File: src/rtl/uart_pkg.sv
// uart_pkg: UART constants shared by tx, rx and baud generator,
// plus the 3-bit transmitter state encoding.
package uart_pkg;

  localparam int UART_DATA_WIDTH = 8;
  localparam int UART_OVERSAMPLE = 16;
  localparam int UART_SB_TICK    = 16;

  typedef enum logic [2:0] {
    IDLE   = 3'd0,
    START  = 3'd1,
    DATA   = 3'd2,
    PARITY = 3'd3,
    STOP   = 3'd4
  } tx_state_e;

endpackage

File: src/rtl/uart_tx.sv
// uart_tx: drains the TX FIFO (show-ahead) and serializes each byte:
// start bit, DATA_WIDTH data bits LSB first, optional even parity, stop.
// Ports: i_clock, i_reset (async, active-low), i_tick (oversample strobe),
//   i_fifo_empty/i_fifo_data (FIFO head), o_fifo_read (pop strobe),
//   o_tx (serial line), o_busy (frame in flight), o_tx_done (end pulse).
// Optional: define UART_TX_PARITY_EN to insert an even parity bit.
module uart_tx
  import uart_pkg::*;
#(
  parameter int DATA_WIDTH = UART_DATA_WIDTH,
  parameter int OVERSAMPLE = UART_OVERSAMPLE,
  parameter int SB_TICK    = UART_SB_TICK
) (
  input  logic                  i_clock,
  input  logic                  i_reset,
  input  logic                  i_tick,
  input  logic                  i_fifo_empty,
  input  logic [DATA_WIDTH-1:0] i_fifo_data,
  output logic                  o_fifo_read,
  output logic                  o_tx,
  output logic                  o_busy,
  output logic                  o_tx_done
);

  localparam int TMAX = (OVERSAMPLE > SB_TICK) ? OVERSAMPLE : SB_TICK;
  localparam int TW   = $clog2(TMAX);
  localparam int BW   = $clog2(DATA_WIDTH);

  localparam logic [TW-1:0] OS_LAST  = TW'(OVERSAMPLE - 1);
  localparam logic [TW-1:0] SB_LAST  = TW'(SB_TICK - 1);
  localparam logic [BW-1:0] BIT_LAST = BW'(DATA_WIDTH - 1);

  tx_state_e             state_q;
  logic [DATA_WIDTH-1:0] shreg_q;
  logic [TW-1:0]         tick_q;
  logic [BW-1:0]         bit_q;
  logic                  tx_q;
  logic                  rd_q;
  logic                  busy_q;
  logic                  done_q;
`ifdef UART_TX_PARITY_EN
  logic                  par_q;
`endif

  assign o_fifo_read = rd_q;
  assign o_tx        = tx_q;
  assign o_busy      = busy_q;
  assign o_tx_done   = done_q;

  // tx_q is loaded with the value of the state being entered, so the
  // line changes on the same edge as the state register.
  always_ff @(posedge i_clock or negedge i_reset) begin
    if (!i_reset) begin
      state_q <= IDLE;
      shreg_q <= '0;
      tick_q  <= '0;
      bit_q   <= '0;
      tx_q    <= 1'b1;
      rd_q    <= 1'b0;
      busy_q  <= 1'b0;
      done_q  <= 1'b0;
`ifdef UART_TX_PARITY_EN
      par_q   <= 1'b0;
`endif
    end else begin
      rd_q   <= 1'b0;
      done_q <= 1'b0;
      unique case (state_q)
        IDLE: begin
          tx_q <= 1'b1;
          // A tick in this cycle is deliberately ignored.
          if (!i_fifo_empty) begin
            shreg_q <= i_fifo_data;
            tick_q  <= '0;
            rd_q    <= 1'b1;
            busy_q  <= 1'b1;
            tx_q    <= 1'b0;
            state_q <= START;
`ifdef UART_TX_PARITY_EN
            par_q   <= ^i_fifo_data;
`endif
          end
        end
        START: begin
          if (i_tick) begin
            if (tick_q == OS_LAST) begin
              tick_q  <= '0;
              bit_q   <= '0;
              tx_q    <= shreg_q[0];
              state_q <= DATA;
            end else begin
              tick_q <= tick_q + TW'(1);
            end
          end
        end
        DATA: begin
          if (i_tick) begin
            if (tick_q == OS_LAST) begin
              tick_q  <= '0;
              shreg_q <= shreg_q >> 1;
              if (bit_q == BIT_LAST) begin
`ifdef UART_TX_PARITY_EN
                tx_q    <= par_q;
                state_q <= PARITY;
`else
                tx_q    <= 1'b1;
                state_q <= STOP;
`endif
              end else begin
                bit_q <= bit_q + BW'(1);
                tx_q  <= shreg_q[1];
              end
            end else begin
              tick_q <= tick_q + TW'(1);
            end
          end
        end
`ifdef UART_TX_PARITY_EN
        PARITY: begin
          if (i_tick) begin
            if (tick_q == OS_LAST) begin
              tick_q  <= '0;
              tx_q    <= 1'b1;
              state_q <= STOP;
            end else begin
              tick_q <= tick_q + TW'(1);
            end
          end
        end
`endif
        STOP: begin
          if (i_tick) begin
            if (tick_q == SB_LAST) begin
              tick_q  <= '0;
              tx_q    <= 1'b1;
              busy_q  <= 1'b0;
              done_q  <= 1'b1;
              state_q <= IDLE;
            end else begin
              tick_q <= tick_q + TW'(1);
            end
          end
        end
        default: begin
          tick_q  <= '0;
          tx_q    <= 1'b1;
          busy_q  <= 1'b0;
          state_q <= IDLE;
        end
      endcase
    end
  end

endmodule

File: config.mk
export PLATFORM = sky130hd
export DESIGN_NAME = uart_tx
export DESIGN_NICKNAME = d
export VERILOG_FILES = /design/src/rtl/uart_pkg.sv /design/src/rtl/uart_tx.sv
export SDC_FILE = /design/constraint.sdc
export NUM_CORES = 1
export LEC_CHECK = 0
export ABC_AREA = 1
export CAP_MARGIN = 40
export CELL_PAD_IN_SITES_DETAIL_PLACEMENT = 2
export CELL_PAD_IN_SITES_GLOBAL_PLACEMENT = 2
export CORE_UTILIZATION = 30
export CTS_CLUSTER_DIAMETER = 200
export DETAILED_ROUTE_END_ITERATION = 7
export GPL_TIMING_DRIVEN = 0
export PLACE_DENSITY_LB_ADDON = 0.12
export SYNTH_ARGS = -nofsm -noshare
export SYNTH_HDL_FRONTEND = slang
export SYNTH_SLANG_ARGS = --single-unit
File: constraint.sdc
create_clock -name i_clock -period 1.8 [get_ports i_clock]
set_clock_uncertainty 0.2 [all_clocks]
set_input_delay 0.36 -clock i_clock [delete_from_list [all_inputs] [get_ports i_clock]]
set_output_delay 0.36 -clock i_clock [all_outputs]
set_load 0.02 [all_outputs]
run_1/route_heat.png
The die is cut into 13 by 13 equal tiles; dark blue is low, red is high, scaled to the fullest tile. Values are wire area over tile area, all layers added.
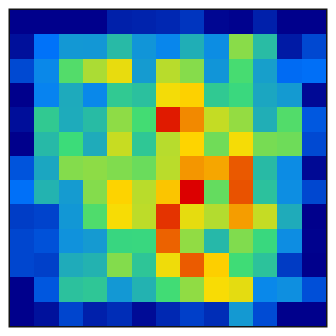
fullest tile: 0.38
densest ninth of the die: centre
tiles over half the peak: 34%
nearly empty tiles: 11%

run_1/placed.png
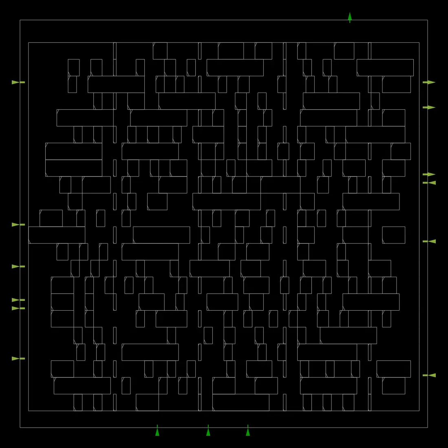
# Taps: 48
sequential share of cell area: 33.9%

==> Changelog: implementation, run 1 <==
### Implementation results

- Tcrit/Tclk final: 97.6%
- Inserted Diodes: 0
- Area grow syn2layout: 32.0%
- Most area-hungry cell type in the Yosys netlist: dfrtp_1
- Chip Height: 66.2 um
- Pwr dens: 1590 mW/mm^2
- YS chip area: 0.00124 sq mm
- Initial DRC Count: 47
- #FFs+latches synth: 22
- DP Cell Count: 233
- Gate Area: 671 sq um
- CP top delay family: buffers and inverters
- Kind of critical path: flop to primary output
- Fmax: 569 MHz
- Levels on crit path: 1
- Area of the mapped netlist: 0.00124 sq mm
- VDD IR max: 0.374 mV
- Htree depth: 1
- Port Buffers: 15
- Total wire length: 4.26 mm
- CTS clk-pin slew, worst paths: 0.09 ns
- Post-route ant nets: 0
- Largest type area fraction: 42.5%
- Clk_lat worst skew: 0.27 ns
- Yosys warns: 0
- Top_reg_cell synth: dfrtp_1
- Via count: 1188
- Total Routing Usage GR: 20.6%
- Worst-Margin Slew: 0.503 ns
- Routed WL per cell: 17.6 um
- Async SR Flop Fraction: 100%
- Worst reg2reg path depth: 8
- Avg Cell Area, Syn: 7.32 sq um
- Final slew viol count: 0
- Largest net degree at the start of global routing: 14
- Shortest period the worst path allows: 1.76 ns
- Vias per cell: 4.91
- Yosys cell types: 21
- Root Buffer: clkbuf_8
- Filler cells: 454
- Die x size: 66.2 um
- Total global routing overflow: 0
- Most frequent cell after synthesis: nand2_1
- Post-synth top cells: nand2_1, dfrtp_1, inv_1
- Hold Crit Class: input port to async pin
- CP peak stage delay: 0.59 ns
- Number of enable flip-flop cells: 0
- Max cap viols: 0
- Total chip power: 2.59 mW
- Critical path peak fanout: 1
- CTS tree: yes
- Yosys cell count: 169
- Worst slew margin: 66.3%
- Final GP Congestion: 0.800
- First-pass GRT wire length: 6.51 mm
- Register share after synthesis: 44.6%
- Initial core utilization: 32.6%
- Post-route insts no fill: 242
- Status: completed
- Critical path cell sequence: clkdlybuf4s50_1
- Drt first pass iters: 3
- Critical path's slowest cell: clkdlybuf4s50_1
- Vias in the first global route: 1314
- Number of buffers and inverters on the critical path: 1
- DP HPWL: 2.77 mm
- Unrepaired setup endpoints after global routing: true
- Top cells by area: dfrtp_1, nand2_1, nand3_1
- Clock Path Buffers: 2
- Startpoint types: flop
- Worst hold margin: 0.213 ns
- Layout cell share with drive strength beyond 1: 17.5%
- WP data arrival: 1.20 ns
- Syn_nets: 184
- Fin nets: 210
- CP required: 1.24 ns
- Final hold viol count: 0
- I/O pin count: 16
- Initial antenna violation count: 0
- Reg area: 553 sq um
- Final Setup Violations: 0
- Leak pwr: 0.860 nW
- Syn Inst Count: 169
- Die area: 0.00439 sq mm
- CTS Sinks: 22
- Setup crit end kind: primary output
- Total CTS buffers: 3
- OpenROAD warnings: 27
- DRC Markers: 0
run_1/class_map.png
Fill, decap, tap and diode cells in grey.
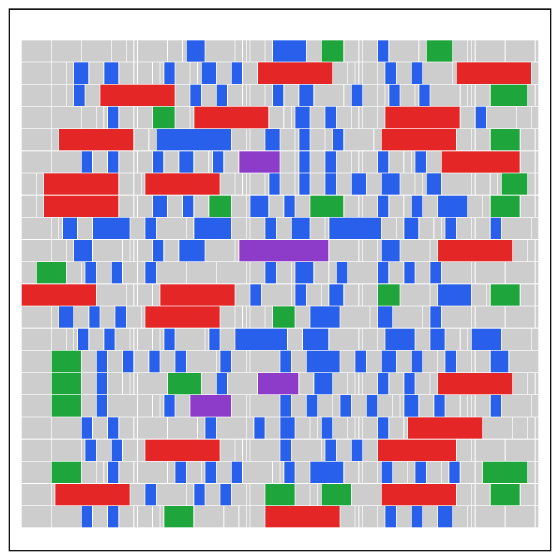
legend:
  red:
    class: registers
    cells: 22
  blue:
    class: remaining logic cells
    cells: 145
  purple:
    class: clock drivers and dummy loads
    cells: 4
  green:
    class: remaining buffers and delay cells
    cells: 23
row cnt: 22
Final Cell Area: 0.00163 sq mm
final core utilization: 43.0%
Core Area: 0.00380 sq mm

[run 1: report_power, final]
group	switching (mW)	total [mW]	internal [mW]
Combinational	0.853	1.28	0.425
Sequential	0.150	0.821	0.671
Clock	0.192	0.490	0.298
Total	1.19	2.59	1.39
[run 1: kinds of logic (layout without fill, tap and decap cells)]
logic type / count (synthesis) / count (layout) / share of synthesized area (%)
AND/OR/NAND/NOR: 115 / 115 / 41.1
flip-flops: 22 / 22 / 44.6
buffers and inverters: 16 / 41 / 5.76
AND-OR/OR-AND: 12 / 12 / 4.85
adder cells (fa/ha/maj): 3 / 3 / 3.03
XOR/XNOR: 1 / 1 / 0.708
[run 1: metal layers]
layer	GRT usage, %	routed length (um)	share of wire (%)
met3	2.41	80	1.9
met4	10.1	62	1.5
met2	36.5	2230	52
met1	24.3	1890	44
met5	0	0	0
[run 1: cells in the final DEF (no fill, tap or decap), drive strengths merged]
cell type / n
clkdlybuf4s50: 12
o21ai: 11
nand4: 1
dlygate4sd2: 2
or2: 2
dfrtp: 21
nor2: 11
nand2: 86
buf: 8
clkbuf: 3
dlymetal6s2s: 1
ha: 3
inv: 14
nand3: 15
bufinv: 1
a21oi: 1
dfstp: 1
xor2: 1
[run 1: per-stage QoR]
| step | instance area, sq um | setup TNS, ns | worst slack [ns] |
|---|---|---|---|
| 5_1_grt | 1630 | -0.142 | -0.0466 |
| 3_3_place_gp | 1450 | -1.44 | -0.0552 |
| 3_5_place_dp | 1460 | -1.11 | -0.100 |
| 4_1_cts | 1560 | 0 | 0.0109 |
| 2_1_floorplan | 1240 | 0 | 0.234 |
| 6_report | 1630 | 0 | 0.0429 |
[run 1: sequential cells by signal (all words and copies together), names as in the netlist]
register and count:
shreg_q 8, tick_q 4, bit_q 3, state_q 3
o_busy 1, o_fifo_read 1, o_tx 1, o_tx_done 1
[run 1: area by class of cell]
type | count | share of cell area [%]
plain buffers | 2 | 1.15
clock buffers | 3 | 2.53
clock inverters | 1 | 1.84
inverters | 14 | 3.22
multi-input cells | 131 | 41.1
flip-flops and latches | 22 | 33.9
well taps | 48 | 3.68
repair buffers | 21 | 12.6
[run 1: worst paths after layout]
kind	from	to	slack, ns
hold / removal	i_reset	shreg_q[0]$_DFFE_PN0P_	0.21
min in group i_clock	o_busy$_DFFE_PN0P_	o_busy$_DFFE_PN0P_	0.29
hold reg to reg	o_busy$_DFFE_PN0P_	o_busy$_DFFE_PN0P_	0.29
setup / recovery	o_tx_done$_DFF_PN0_	o_tx_done	0.04
max in group asynchronous	i_reset	shreg_q[4]$_DFFE_PN0P_	0.72
setup reg to reg	bit_q[0]$_DFFE_PN0P_	bit_q[1]$_DFFE_PN0P_	0.05
[run 1: timing repair]
action / in CTS / in global routing
cloned: 0 / 0
endpoints found under the setup margin: 13 / 15
setup buffers: 2 / 3
hold buffers: 0 / 0
resized: 5 / 12
pin swaps: 1 / 5
--- run 2 (diff from run 1) ---
--- a/config.mk
+++ b/config.mk
@@ -14,6 +14,7 @@
 export DETAILED_ROUTE_END_ITERATION = 7
 export GPL_TIMING_DRIVEN = 0
 export PLACE_DENSITY_LB_ADDON = 0.12
+export SKIP_LAST_GASP = 1
 export SYNTH_ARGS = -nofsm -noshare
 export SYNTH_HDL_FRONTEND = slang
 export SYNTH_SLANG_ARGS = --single-unit
run_2/placed.png
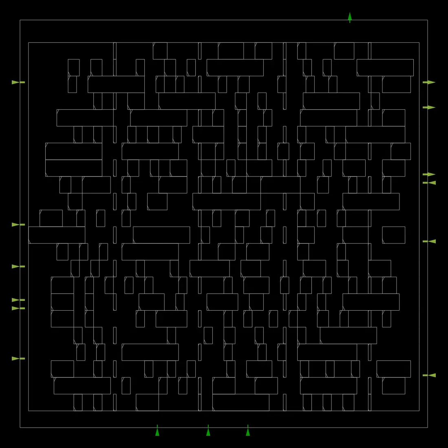
Filler cells: 454
flop count: 22
post-route insts no fill: 242

==> Changelog: implementation, run 2 <==
### Implementation results

- Area of the mapped netlist: 0.00124 sq mm
- Layout cell share with drive strength beyond 1: 17.5%
- DP HPWL: 2.77 mm
- Number of enable flip-flop cells: 0
- Initial antenna violation count: 0
- Critical path's slowest cell: clkdlybuf4s50_1
- CTS Sinks: 22
- #FFs+latches synth: 22
- CP peak stage delay: 0.59 ns
- Die area: 0.00439 sq mm
- Total CTS buffers: 3
- Max reg flops: 8
- Post-route ant nets: 0
- Total global routing overflow: 0
- Shortest period the worst path allows: 1.76 ns
- Vias per cell: 4.91
- Die x size: 66.2 um
- Htree depth: 1
- # hold bufs at CTS: 0
- Reg with most FFs: shreg_q
- Yosys warns: 0
- First-pass GRT wire length: 6.51 mm
- Most area-hungry cell type in the Yosys netlist: dfrtp_1
- DP Cell Count: 233
- CP required: 1.24 ns
- Pre-CTS setup slack: -0.100 ns
- Async SR Flop Fraction: 100%
- Register share after synthesis: 44.6%
- Final core utilization: 43.0%
- Final Setup Violations: 0
- Total wire length: 4.26 mm
- Initial DRC Count: 49
- OpenROAD warnings: 27
- Placed Area: 0.00146 sq mm
- Port Buffers: 15
- Syn_nets: 184
- Top cells by area: dfrtp_1, nand2_1, nand3_1
- Regs by FF count: shreg_q x8, tick_q x4
- Clock Path Buffers: 2
- Largest net degree at the start of global routing: 14
- Leak pwr: 0.860 nW
- Status: completed
- Post-synth top cells: nand2_1, dfrtp_1, inv_1
- I/O pin count: 16
- Most frequent cell after synthesis: nand2_1
- Yosys cell count: 169
- Setup_tns: 0 ns
- Worst slew margin: 66.3%
- Core Area: 0.00380 sq mm
- Critical path peak fanout: 1
- Routed WL per cell: 17.6 um
- Row cnt: 22
- Chip Height: 66.2 um
- Initial core utilization: 32.6%
- Startpoint types: flop
- Flop-to-flop setup slack: 0.05 ns
- Final hold viol count: 0
- Critical path cell sequence: clkdlybuf4s50_1
- Syn Inst Count: 169
- CP top delay family: buffers and inverters
- Final Cell Area: 0.00163 sq mm
- Final GP Congestion: 0.800
- Final slew viol count: 0
- Dominant logic cell type in the layout: nand2_1
- Reg2reg end: bit_q[1]$_DFFE_PN0P_
- Pwr dens: 1590 mW/mm^2
- Area grow syn2layout: 32.0%
- Drt first pass iters: 3
- CTS clk-pin slew, worst paths: 0.09 ns
- CTS tree: yes
- Unrepaired setup endpoints after global routing: true
- Avg Cell Area, Syn: 7.32 sq um
- Fmax: 569 MHz
- YS chip area: 0.00124 sq mm
- Tcrit/Tclk final: 97.6%
- Root Buffer: clkbuf_8
- Fin nets: 210
- Via count: 1188
- Total Routing Usage GR: 20.6%
- Top_reg_cell synth: dfrtp_1
- Max cap viols: 0
- VDD IR max: 0.374 mV
- Worst reg2reg path depth: 8
- Most common logic cells in the final layout: nand2_1, dfrtp_1, inv_1, clkdlybuf4s50_1, nand3_1
- Final setup margin: 0.0429 ns
- Yosys cell types: 21
- Setup crit end kind: primary output
- Kind of critical path: flop to primary output
- Clk_lat worst skew: 0.27 ns
- DRC Markers: 0
run 2: cell counts after synthesis:
No cell type changed its count.
run 2: logic make-up after synthesis:
logic type / share of synthesized area, %
buf+inv: 5.76
fa+ha+maj: 3.03
simple gates: 41.1
flops: 44.6
compound gates: 4.85
xor+xnor: 0.708
run 2: final cells by class:
type / count / area [sq um]
Timing Repair Buffer: 21 / 206
Tap cell: 48 / 60.1
Fill cell: 454 / 2170
Clock buffer: 3 / 41.3
Clock inverter: 1 / 30.0
Sequential cell: 22 / 553
Inverter: 14 / 52.6
Multi-Input combinational cell: 131 / 671
Buffer: 2 / 18.8
run 2: per-stage QoR:
| stage | hold WS, ns | power (mW) |
|---|---|---|
| after floorplan | -0.136 | 1.57 |
| after global placement | 0.254 | 1.88 |
| after detailed placement | 0.270 | 1.95 |
| after CTS | 0.226 | 2.49 |
| after global routing | 0.247 | 2.78 |
| final | 0.213 | 2.59 |
run 2: worst max path at each step:
| stage | from | end | slack [ns] | depth (start not counted) |
|---|---|---|---|---|
| 4_1_cts | tick_q[1]$_DFFE_PN0P_ | state_q[1]$_DFFE_PN0P_ | 0.01 | 8 |
| 5_1_grt | tick_q[1]$_DFFE_PN0P_ | state_q[0]$_DFFE_PN0P_ | -0.05 | 9 |
| 3_5_place_dp | i_tick | shreg_q[6]$_DFFE_PN0P_ | -0.10 | 6 |
| 3_3_place_gp | i_tick | shreg_q[3]$_DFFE_PN0P_ | -0.06 | 6 |
| 6_report | o_tx_done$_DFF_PN0_ | o_tx_done | 0.04 | 1 |
| 2_1_floorplan | tick_q[0]$_DFFE_PN0P_ | shreg_q[0]$_DFFE_PN0P_ | 0.23 | 7 |
run 2: metal layers:
layer | vias to the layer above | track usage [%] | wire length [um]
met4 | 0 | 10.1 | 62
li1 | 575 | - | -
met1 | 594 | 24.3 | 1890
met2 | 15 | 36.5 | 2230
met3 | 4 | 2.41 | 80
met5 | - | 0 | 0
run 2: timing repair:
| item | CTS | global route |
|---|---|---|
| pin swaps | 1 | 5 |
| setup endpoints to repair | 13 | 15 |
| resized | 5 | 12 |
| cloned | 0 | 0 |
| buffers inserted | 2 | 3 |
run 2: report_power, final:
part	leakage [nW]	switching [mW]	internal (mW)
registers	0.282	0.150	0.671
clock network	0.0357	0.192	0.298
logic	0.542	0.853	0.425
total	0.860	1.19	1.39
Power and IR drop assume default switching activity.
